`src/rtl/control_pipe_if.sv`:
```
// control_pipe_if: fetch-side and execute-side handshake bundle for control_pipe
interface control_pipe_if;
  logic        instr_valid;
  logic        instr_ready;
  logic [31:0] instr;
  logic        ctrl_valid;
  logic        ctrl_ready;
  logic [23:0] ctrl;
  logic        illegal;
  logic        flush;
  modport master (
    output instr_valid, instr, ctrl_ready, flush,
    input  instr_ready, ctrl_valid, ctrl, illegal
  );
  modport slave (
    input  instr_valid, instr, ctrl_ready, flush,
    output instr_ready, ctrl_valid, ctrl, illegal
  );
endinterface

```
`src/rtl/control_pipe.sv`:
```
// control_pipe: registered instruction decoder with load-use and multiplier issue interlock
module control_pipe #(
  parameter int GROUP    = 4,
  parameter int MULT_LAT = 3
) (
  input  logic          clk,
  input  logic          rst_n,
  control_pipe_if.slave bus
);
  localparam int CW = $clog2(MULT_LAT + 1);
  typedef enum logic [1:0] {RUN, BUBBLE, MUL_WAIT} state_t;
  state_t        state_q, state_d;
  logic [CW-1:0] mul_cnt_q, mul_cnt_d;
  logic          lw_pending_q, lw_pending_d;
  logic [4:0]    lw_dest_q, lw_dest_d;
  logic          ctrl_valid_q, ctrl_valid_d;
  logic [23:0]   ctrl_q, ctrl_d;
  logic          illegal_q, illegal_d;
  logic [5:0]    op, fn;
  logic [4:0]    rs, rt;
  logic [1:0]    alu;
  logic [23:0]   dec;
  logic          is_lw, is_sw, r_ok, is_mul, mem, can_load, hz, ready, acc, bubble, mul_go;
  always_comb begin
    op       = bus.instr[31:26];
    fn       = bus.instr[5:0];
    rs       = bus.instr[25:21];
    rt       = bus.instr[20:16];
    is_lw    = op == 6'(GROUP + 1);
    is_sw    = op == 6'(GROUP + 2);
    r_ok     = op == 6'(GROUP) && bus.instr[10:6] == 5'd10 &&
               (fn == 6'd32 || fn == 6'd34 || fn == 6'd36 || fn == 6'd37 || fn == 6'd50);
    is_mul   = r_ok && fn == 6'd50;
    mem      = is_lw || is_sw;
    alu      = !r_ok ? 2'd0 : fn == 6'd34 ? 2'd1 : fn == 6'd36 ? 2'd2 : fn == 6'd37 ? 2'd3 : 2'd0;
    dec      = {is_lw || r_ok, alu, mem, mem, !is_mul, mem, is_lw || r_ok, is_mul, rs, rt,
                is_lw ? rt : r_ok ? bus.instr[15:11] : 5'd0};
    can_load = !ctrl_valid_q || bus.ctrl_ready;
    hz       = bus.instr_valid && lw_pending_q && lw_dest_q != 5'd0 && (rs == lw_dest_q || rt == lw_dest_q);
    ready    = state_q == RUN && can_load && !hz && !bus.flush;
    acc      = bus.instr_valid && ready;
    bubble   = state_q == RUN && hz && can_load && !bus.flush;
    mul_go   = acc && is_mul && MULT_LAT > 1;
    ctrl_valid_d = bus.flush ? 1'b0 : acc ? 1'b1 : bus.ctrl_ready ? 1'b0 : ctrl_valid_q;
    ctrl_d       = acc ? dec : ctrl_q;
    illegal_d    = bus.flush ? 1'b0 : acc ? !(mem || r_ok) : illegal_q;
    state_d      = bus.flush ? RUN : mul_go ? MUL_WAIT : bubble ? BUBBLE :
                   (state_q == MUL_WAIT && mul_cnt_q > CW'(1)) ? MUL_WAIT : RUN;
    mul_cnt_d    = bus.flush ? '0 : mul_go ? CW'(MULT_LAT - 1) :
                   mul_cnt_q > CW'(1) ? mul_cnt_q - CW'(1) : '0;
    lw_pending_d = (bus.flush || bubble) ? 1'b0 : acc ? is_lw : lw_pending_q;
    lw_dest_d    = (bus.flush || bubble) ? 5'd0 : acc ? rt : lw_dest_q;
  end
  always_ff @(posedge clk or negedge rst_n) begin
    if (!rst_n) begin
      state_q      <= RUN;
      mul_cnt_q    <= '0;
      lw_pending_q <= 1'b0;
      lw_dest_q    <= 5'd0;
      ctrl_valid_q <= 1'b0;
      ctrl_q       <= 24'd0;
      illegal_q    <= 1'b0;
    end else begin
      state_q      <= state_d;
      mul_cnt_q    <= mul_cnt_d;
      lw_pending_q <= lw_pending_d;
      lw_dest_q    <= lw_dest_d;
      ctrl_valid_q <= ctrl_valid_d;
      ctrl_q       <= ctrl_d;
      illegal_q    <= illegal_d;
    end
  end
  assign bus.instr_ready = ready;
  assign bus.ctrl_valid  = ctrl_valid_q;
  assign bus.ctrl        = ctrl_q;
  assign bus.illegal     = illegal_q;
endmodule
```
`src/flat_wrapper.sv`:
```
// flat-port wrapper written by rule: the top's interface ports become plain ports
module control_pipe_flat 
#(
  parameter int GROUP    = 4,
  parameter int MULT_LAT = 3
)
  (clk, rst_n, bus_instr_valid, bus_instr, bus_ctrl_ready, bus_flush, bus_instr_ready, bus_ctrl_valid, bus_ctrl, bus_illegal);
  control_pipe_if bus_i ();
  input  logic clk;
  input  logic rst_n;
  input wire logic [$bits(bus_i.instr_valid)-1:0] bus_instr_valid;
  input wire logic [$bits(bus_i.instr)-1:0] bus_instr;
  input wire logic [$bits(bus_i.ctrl_ready)-1:0] bus_ctrl_ready;
  input wire logic [$bits(bus_i.flush)-1:0] bus_flush;
  output wire logic [$bits(bus_i.instr_ready)-1:0] bus_instr_ready;
  output wire logic [$bits(bus_i.ctrl_valid)-1:0] bus_ctrl_valid;
  output wire logic [$bits(bus_i.ctrl)-1:0] bus_ctrl;
  output wire logic [$bits(bus_i.illegal)-1:0] bus_illegal;
  assign bus_i.instr_valid = bus_instr_valid;
  assign bus_i.instr = bus_instr;
  assign bus_i.ctrl_ready = bus_ctrl_ready;
  assign bus_i.flush = bus_flush;
  assign bus_instr_ready = bus_i.instr_ready;
  assign bus_ctrl_valid = bus_i.ctrl_valid;
  assign bus_ctrl = bus_i.ctrl;
  assign bus_illegal = bus_i.illegal;
  control_pipe #(.GROUP(GROUP), .MULT_LAT(MULT_LAT)) u_core (.clk(clk), .rst_n(rst_n), .bus(bus_i));
endmodule
```
`config.mk`:
```
export PLATFORM = sky130hd
export DESIGN_NAME = control_pipe_flat
export DESIGN_NICKNAME = d
export VERILOG_FILES = /design/src/rtl/control_pipe_if.sv /design/src/rtl/control_pipe.sv /design/src/flat_wrapper.sv
export SDC_FILE = /design/constraint.sdc
export NUM_CORES = 1
export LEC_CHECK = 0
export ABC_AREA = 1
export CAP_MARGIN = 30
export CORE_MARGIN = 4
export CORE_UTILIZATION = 42
export CTS_BUF_LIST = sky130_fd_sc_hd__clkbuf_2
export CTS_CLUSTER_SIZE = 25
export DETAILED_ROUTE_END_ITERATION = 10
export MAX_ROUTING_LAYER = met4
export PLACE_DENSITY_LB_ADDON = 0.08
export RECOVER_POWER = 25
export SLEW_MARGIN = 30
export SYNTH_ARGS = -nofsm -noshare
export SYNTH_HDL_FRONTEND = slang
export SYNTH_SLANG_ARGS = --single-unit
```
`constraint.sdc`:
```
create_clock -name clk -period 1.4 [get_ports clk]
set_input_delay 0.28 -clock clk [delete_from_list [all_inputs] [get_ports clk]]
set_output_delay 0.28 -clock clk [all_outputs]
set_load 0.005 [all_outputs]
```
==> results_dict.tcl, run 1 <==
# metrics dict for downstream scripts
set metrics [dict create \
    status "finished, violations left" \
    violations "negative setup slack" \
    num_antenna_cells 0 \
    hold_ws_ps 343 \
    fin_crit_sh 1.33 \
    lay_top_count "nand2_1" \
    worst_path_largest_cell_delay_ps 560 \
    route.met2.wl_um 3090 \
    reg2reg_from "u_core.lw_dest_q[0]$_DFFE_PN0P_" \
    layout_setup_ws_ps -468 \
    pwr-share-clk 0.192 \
    clockBufferDepth 2 \
    drive_gt1_frac 0.355 \
    grt_pass1_vias 1973 \
    relSlewSlack 0.436 \
    place_area_sq_um 2670 \
    r2r_cells 13 \
    grt_pass1_wl_um 8880 \
    common_cells "nand2_1 (86), inv_1 (34), dfrtp_1 (33)" \
    synthArstFlopShare 1.00 \
    ys_chip_area_sq_um 1790 \
    via_count 2044 \
    cp_slowest_cell "clkdlybuf4s50_1" \
    dp_cells 382 \
    ys_sh_xor 0.00976 \
    wl_um 5870 \
    start_kind "input port" \
    viasPerCell 4.81 \
    yosys_warnings 0 \
    tightest_slew_ps 846 \
    first_iter_violations 102 \
    maxSlewViolCount 0 \
    dp_hpwl_um 3460 \
    layout_top_cells "nand2_1 (63), buf_4 (46), clkdlybuf4s50_1 (34), inv_1 (32), dfrtp_1 (31)" \
    boundaryPins 64 \
    worstHoldPathType "in -> reg" \
    top_usage_layer "met2" \
    p_leak_nw 1.75 \
    r2r-end "u_core.lw_dest_q[4]$_DFFE_PN0P_" \
    synth.logic.top_family "simple AND/OR/NAND/NOR gates" \
    peakVddDrop_uv 409 \
    ys_ff 33 \
    synth_area_leader_cell "dfrtp_1" \
    p_sw_mw 0.652 \
    regToRegSetupSlack_ps -400 \
    dpl_worst_slack_ps -768 \
    warnings 28 \
    syn_area_sq_um 1790 \
    p_int_mw 1.54 \
    holdPathEnd "u_core.lw_dest_q[3]$_DFFE_PN0P_" \
    fin_nets 412 \
    wl_met3_um 325 \
    fp-row-count 23 \
    clk_pin_slew_worst_paths_ps 160 \
    flop_cell "dfrtp_1" \
    dieArea_sq_um 5380 \
    fin_area_sq_um 3230 \
    maxCapViolCount 0 \
    h-tree-depth 2 \
    p_total_mw 2.19 \
    fin_util 0.797 \
    port-buffer-count 63 \
    hold_depth 3 \
    fin_cells 425 \
    mux_share 0 \
    most_common_cell "nand2_1" \
    syn2layout_area_growth_pct 80.3 \
    worstPathArrival_ps 1590 \
    cp.required_ps 1120 \
    grt_use_met2 0.357 \
    routed.top_layer "met4" \
    switching_share 0.297 \
    firstDrtPassIters 4 \
    simple_gate_share 0.363 \
    clock-sinks 33 \
    cp_cell_sequence "clkdlybuf4s50_1 > inv_1 > nand2_1 > nand2_1 > nor2_1 > nand3_1 > nand2_2 > nand2_4 > nand2_2 > nor2_1 > buf_2" \
    fin_crit_ps 1870 \
    place_congestion 0.891 \
    syn_inst 247 \
    setup-violations-final 34 \
    ant_nets 0 \
    power_frac_seq 0.490 \
    met1_length_um 2390 \
    root_buffer "clkbuf_2" \
    cts_tree "done" \
]
[run 1: how the worst max path moves through the flow]
stage / slack, ps / start / cells after the start / endpoint
2_1_floorplan: 30 / u_core.lw_dest_q[0]$_DFFE_PN0P_ / 11 / u_core.lw_pending_q$_DFFE_PN0P_
3_3_place_gp: -750 / bus_instr[16] / 10 / bus_instr_ready
3_5_place_dp: -770 / bus_instr[16] / 10 / bus_instr_ready
4_1_cts: -470 / u_core.lw_dest_q[1]$_DFFE_PN0P_ / 10 / bus_instr_ready
5_1_grt: -580 / u_core.lw_dest_q[1]$_DFFE_PN0P_ / 10 / bus_instr_ready
6_report: -470 / bus_instr[17] / 11 / bus_instr_ready
[run 1: power by group through the flow]
| stage | clock network (mW) | registers, mW | logic, mW |
|---|---|---|---|
| floorplan | 0 | 1.09 | 0.190 |
| global placement | 0 | 1.09 | 0.533 |
| detailed placement | 0 | 1.09 | 0.538 |
| CTS | 0.441 | 1.07 | 0.657 |
| global route | 0.502 | 1.09 | 0.754 |
| finish | 0.421 | 1.08 | 0.697 |
[run 1: area by class of cell]
| cell class | count | area [sq um] |
|---|---|---|
| repair buffers | 129 | 1220 |
| multi-input cells | 169 | 946 |
| flip-flops and latches | 33 | 828 |
| fillers | 277 | 823 |
| inverters | 37 | 139 |
| well taps | 50 | 62.6 |
| clock buffers | 6 | 30.0 |
| clock inverters | 1 | 3.75 |
[run 1: what timing repair did]
item                                    in CTS  in global routing
hold buffers                                 0                  0
gates cloned                                 4                  0
setup buffers                               29                  6
endpoints found under the setup margin      60                 41
pin swaps                                    7                 15
resized                                     68                 52
[run 1: critical path: cells and delay by family]
family	cells	cell delay (ps)
buf+inv	3	740
simple gates	8	550
### Gate-type map, run 1

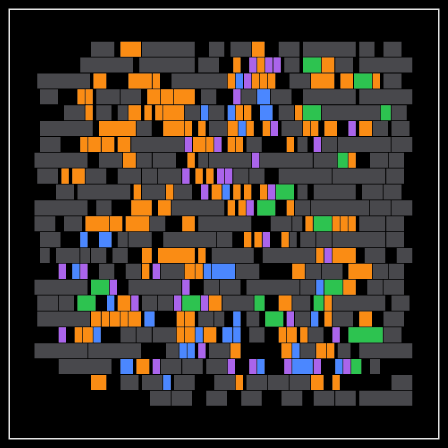
legend:
  green:
    family: aoi and oai cells
    cells: 17
  blue:
    family: nor cells
    cells: 29
  orange:
    family: nand cells
    cells: 118
  purple:
    family: inv cells
    cells: 37

### Placed cells, one colour a class, run 1

Scale bar: 20 um. Fill, decap, tap and diode cells in grey.
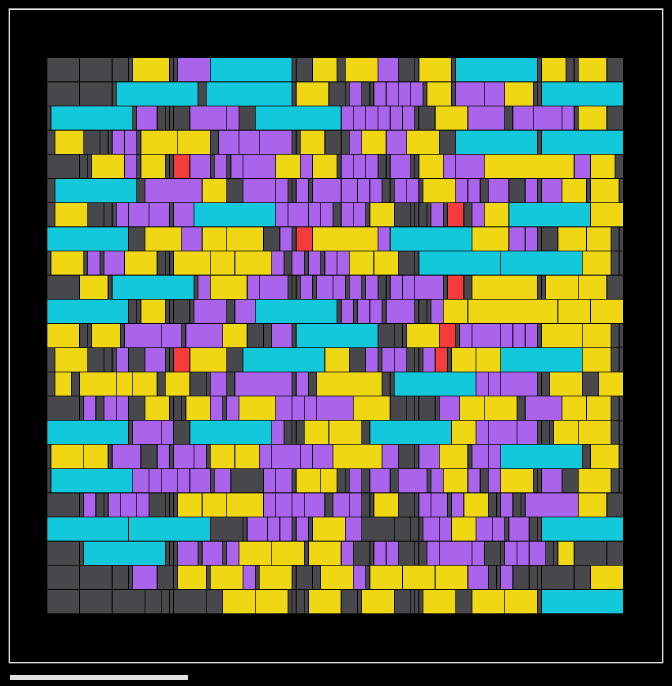
legend:
  cyan:
    class: registers
    cells: 33
  purple:
    class: remaining logic cells
    cells: 206
  red:
    class: clock drivers and dummy loads
    cells: 7
  yellow:
    class: remaining buffers and delay cells
    cells: 129

### Clock routing, run 1

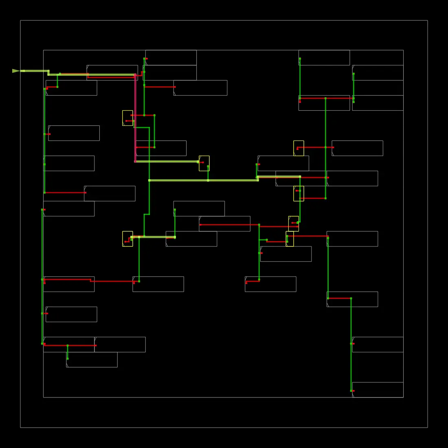
CTS buffer count: 5
clk_skew: 5.68 ps

### Supply network, run 1

Pins as bars on the die edge.
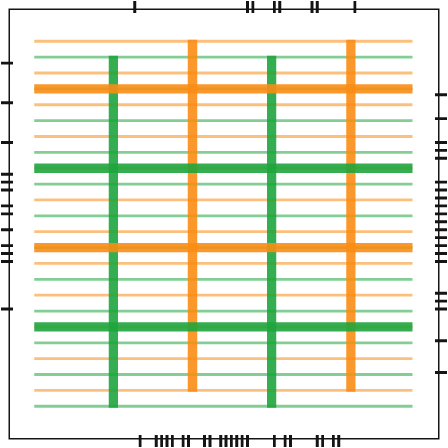
legend:
  green:
    net: VSS
  orange:
    net: VDD
met4 straps: 4
signal pins: 64
met1 rails: 24
met5 straps: 4
rows: 23
Die Y: 73.4 um
Die Wd: 73.4 um
CORE AREA: 4060 sq um

==> run 2, diff against run 1 <==
--- a/config.mk
+++ b/config.mk
@@ -7,9 +7,10 @@
 export LEC_CHECK = 0
 export ABC_AREA = 1
 export CAP_MARGIN = 30
+export CELL_PAD_IN_SITES_DETAIL_PLACEMENT = 0
+export CELL_PAD_IN_SITES_GLOBAL_PLACEMENT = 1
 export CORE_MARGIN = 4
-export CORE_UTILIZATION = 42
-export CTS_BUF_LIST = sky130_fd_sc_hd__clkbuf_2
+export CORE_UTILIZATION = 28
 export CTS_CLUSTER_SIZE = 25
 export DETAILED_ROUTE_END_ITERATION = 10
 export MAX_ROUTING_LAYER = met4
### Gate-type map, run 2

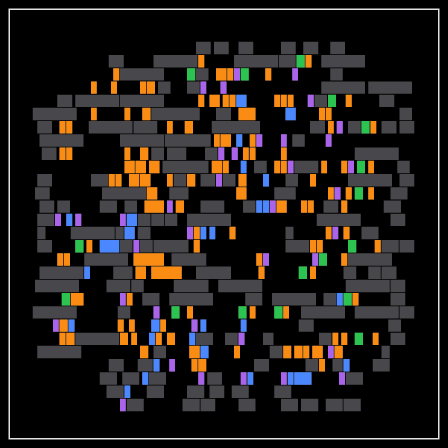
legend:
  orange:
    family: nand cells
    cells: 117
  green:
    family: aoi and oai cells
    cells: 17
  blue:
    family: nor cells
    cells: 29
  purple:
    family: inv cells
    cells: 37

### Clock routing, run 2

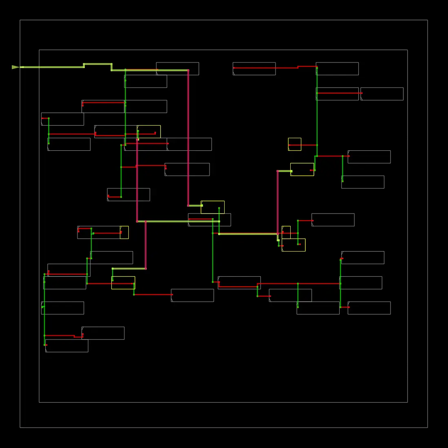
clk_lat worst skew: 290 ps
flip-flops: 33
# clk buffers: 5
total clock sinks: 33
P_clk: 0.719 mW

### Close-up of the layout, run 2

Region (0, 38) to (50, 88) um. Cells in grey, sequential cells in the stronger grey; small squares are vias.
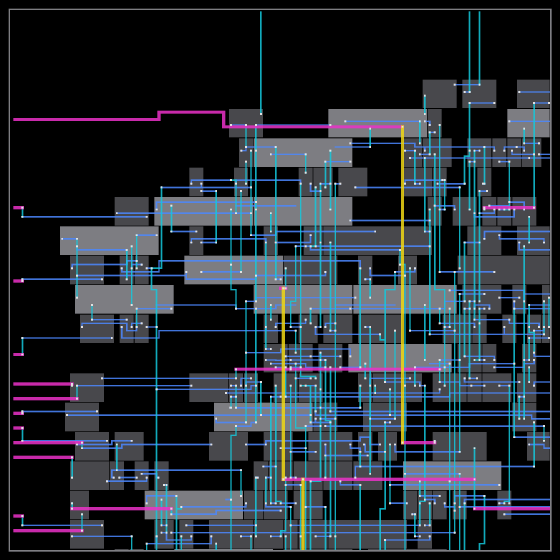
legend:
  yellow:
    layer: M4
  blue:
    layer: M1
  magenta:
    layer: M3
  cyan:
    layer: M2
cells with their middle in the window: 127
sequential cells in the window: 13
most frequent: nand2_1 (29), buf_4 (16)
netlist names of flops here include: u_core.bus.ctrl (6), u_core.lw_dest_q (5)

==> run 2 against run 1 <==
- the run still ends with negative setup slack left
- sequential cell count stayed put
- first-iteration DRC count is 23% lower
- setup slack better by 97 ps
- core utilization is 31 points lower
- non-clock buffer count is 22 lower
- synthesized cell count stayed put
- register-to-register slack better by 100 ps
- fmax is 5.5% higher
- largest power group unchanged
- highest routed layer unchanged
==> results_dict.tcl, run 2 <==
# metrics dict for downstream scripts
set metrics [dict create \
    wl_um 5020 \
    flop_cell "dfrtp_1" \
    grt_pass1_vias 1835 \
    syn_area_sq_um 1790 \
    p_total_mw 2.36 \
    ys_ff 33 \
    mux_share 0 \
    path_class "reg -> out" \
    seq_area_sq_um 828 \
    layout_top_cells "nand2_1 (81), buf_4 (34), dlygate4sd2_1 (33), dfrtp_1 (31), inv_1 (30)" \
    fin_util 0.489 \
    routed.top_layer "met4" \
    met1_length_um 2390 \
    maxSlewViolCount 0 \
    rsz0062_at_grt "yes" \
    syn_inst 247 \
    cts_hold_buf 0 \
    fp-row-count 28 \
    worstSetupStartpoint "u_core.lw_dest_q[4]$_DFFE_PN0P_" \
    ys_sh_xor 0.00976 \
    maxCapViolCount 0 \
    port-buffer-count 63 \
    fin_nets 389 \
    syn_area_per_cell_sq_um 7.26 \
    synthArstFlopShare 1.00 \
    grt_use_met2 0.229 \
    simple_gate_share 0.363 \
    root_buffer "clkbuf_8" \
    chipWidth_um 88.1 \
    wl_per_cell_um 11.7 \
    yosys_warnings 0 \
    cts_resized 44 \
    setup-violations-final 34 \
    syn2layout_area_growth_pct 65.2 \
    ys_chip_area_sq_um 1790 \
    synth_area_leader_cell "dfrtp_1" \
    final-comb-area_sq_um 801 \
    worstHoldPathType "in -> reg" \
    peakVddDrop_uv 599 \
    relSlewSlack 0.451 \
    fillers 647 \
    drive_gt1_frac 0.227 \
    grt_pass1_wl_um 8430 \
    cts_tree "done" \
    via_count 1823 \
    clk_pin_slew_worst_paths_ps 70 \
    grt_max_degree 34 \
    warnings 28 \
    wl_met3_um 299 \
    start_kind "flip-flop" \
    tightest_slew_ps 824 \
    ys_sh_aoi 0.0474 \
    ys_seq_share 0.460 \
    lay_top_count "nand2_1" \
    boundaryPins 64 \
    die_h_um 88.1 \
    fin_crit_ps 1770 \
    post_cts_buffers 12 \
    ant_nets 0 \
    synth.logic.top_family "simple AND/OR/NAND/NOR gates" \
    route.met2.wl_um 2270 \
    coreArea_sq_um 6060 \
    cts_made_buffers 5 \
    place_area_sq_um 2710 \
    dp_hpwl_um 3720 \
    top_usage_layer "met2" \
    common_cells "nand2_1 (86), inv_1 (34), dfrtp_1 (33)" \
    reg2reg_from "u_core.lw_dest_q[4]$_DFFE_PN0P_" \
    fin_crit_sh 1.26 \
    clockBufferDepth 2 \
    worstPathArrival_ps 1490 \
    most_common_cell "nand2_1" \
    layout_setup_ws_ps -371 \
    cp.required_ps 1120 \
    viasPerCell 4.26 \
    place_congestion 0.817 \
    first_iter_violations 79 \
    p_leak_nw 1.64 \
    firstDrtPassIters 4 \
    yosys-top-cells-area "dfrtp_1 (46%), nand2_1 (18%), inv_1 (7.1%)" \
    violations "negative setup slack" \
    status "finished, violations left" \
    num_antenna_cells 0 \
    fin_area_sq_um 2960 \
    top_cell_area_share 0.460 \
    dieArea_sq_um 7750 \
    skew_ps 6.84 \
    regToRegSetupSlack_ps -300 \
    grt_overflow 0 \
    h-tree-depth 2 \
]
==> run 2: final timing paths <==
check	depth (start not counted)	to
max	8	bus_instr_ready
min	3	u_core.bus.ctrl[14]$_DFFE_PN0P_
max reg2reg	12	u_core.bus.illegal$_DFFE_PN0P_
min reg2reg	2	u_core.bus.ctrl[15]$_DFFE_PN0P_
max in group asynchronous	2	u_core.lw_dest_q[1]$_DFFE_PN0P_
min in group asynchronous	2	u_core.bus.ctrl[21]$_DFFE_PN0P_
==> run 2: cells by family after synthesis <==
logic type / after synthesis
AND/OR/NAND/NOR: 149
buffers and inverters: 46
flip-flops: 33
AND-OR/OR-AND: 17
XOR/XNOR: 2
==> run 2: final cells by class <==
type,count,share of cell area
Timing Repair Buffer,107,0.343
Sequential cell,33,0.279
Multi-Input combinational cell,168,0.270
Inverter,37,0.0469
Tap cell,75,0.0317
Clock buffer,5,0.0232
Clock inverter,3,0.00591
==> run 2: power by group <==
group	switching (mW)	internal (mW)	total, mW
clock	0.376	0.343	0.719
sequential	0.0457	1.02	1.07
combinational	0.244	0.325	0.569
total	0.665	1.69	2.36
==> run 2: worst max-delay path, stage by stage (launching register included) <==
cell and delay [ps]:
dfrtp_1 410, buf_4 150, xnor2_1 150, nand3_1 100, nand2_2 110, nand2_4 50, nand2_2 60, nor2_2 40
buf_2 120
==> run 2: per-stage QoR <==
| step | cells | setup slack (ps) | hold WS, ps | setup TNS, ps |
|---|---|---|---|---|
| floorplan | 247 | 29.3 | -15.6 | 0 |
| global placement | 405 | -772 | 457 | -17810 |
| detailed placement | 405 | -774 | 462 | -18930 |
| CTS | 427 | -388 | 354 | -8440 |
| global route | 428 | -461 | 438 | -12850 |
| finish | 428 | -371 | 405 | -8550 |
Power and IR drop assume default switching activity.
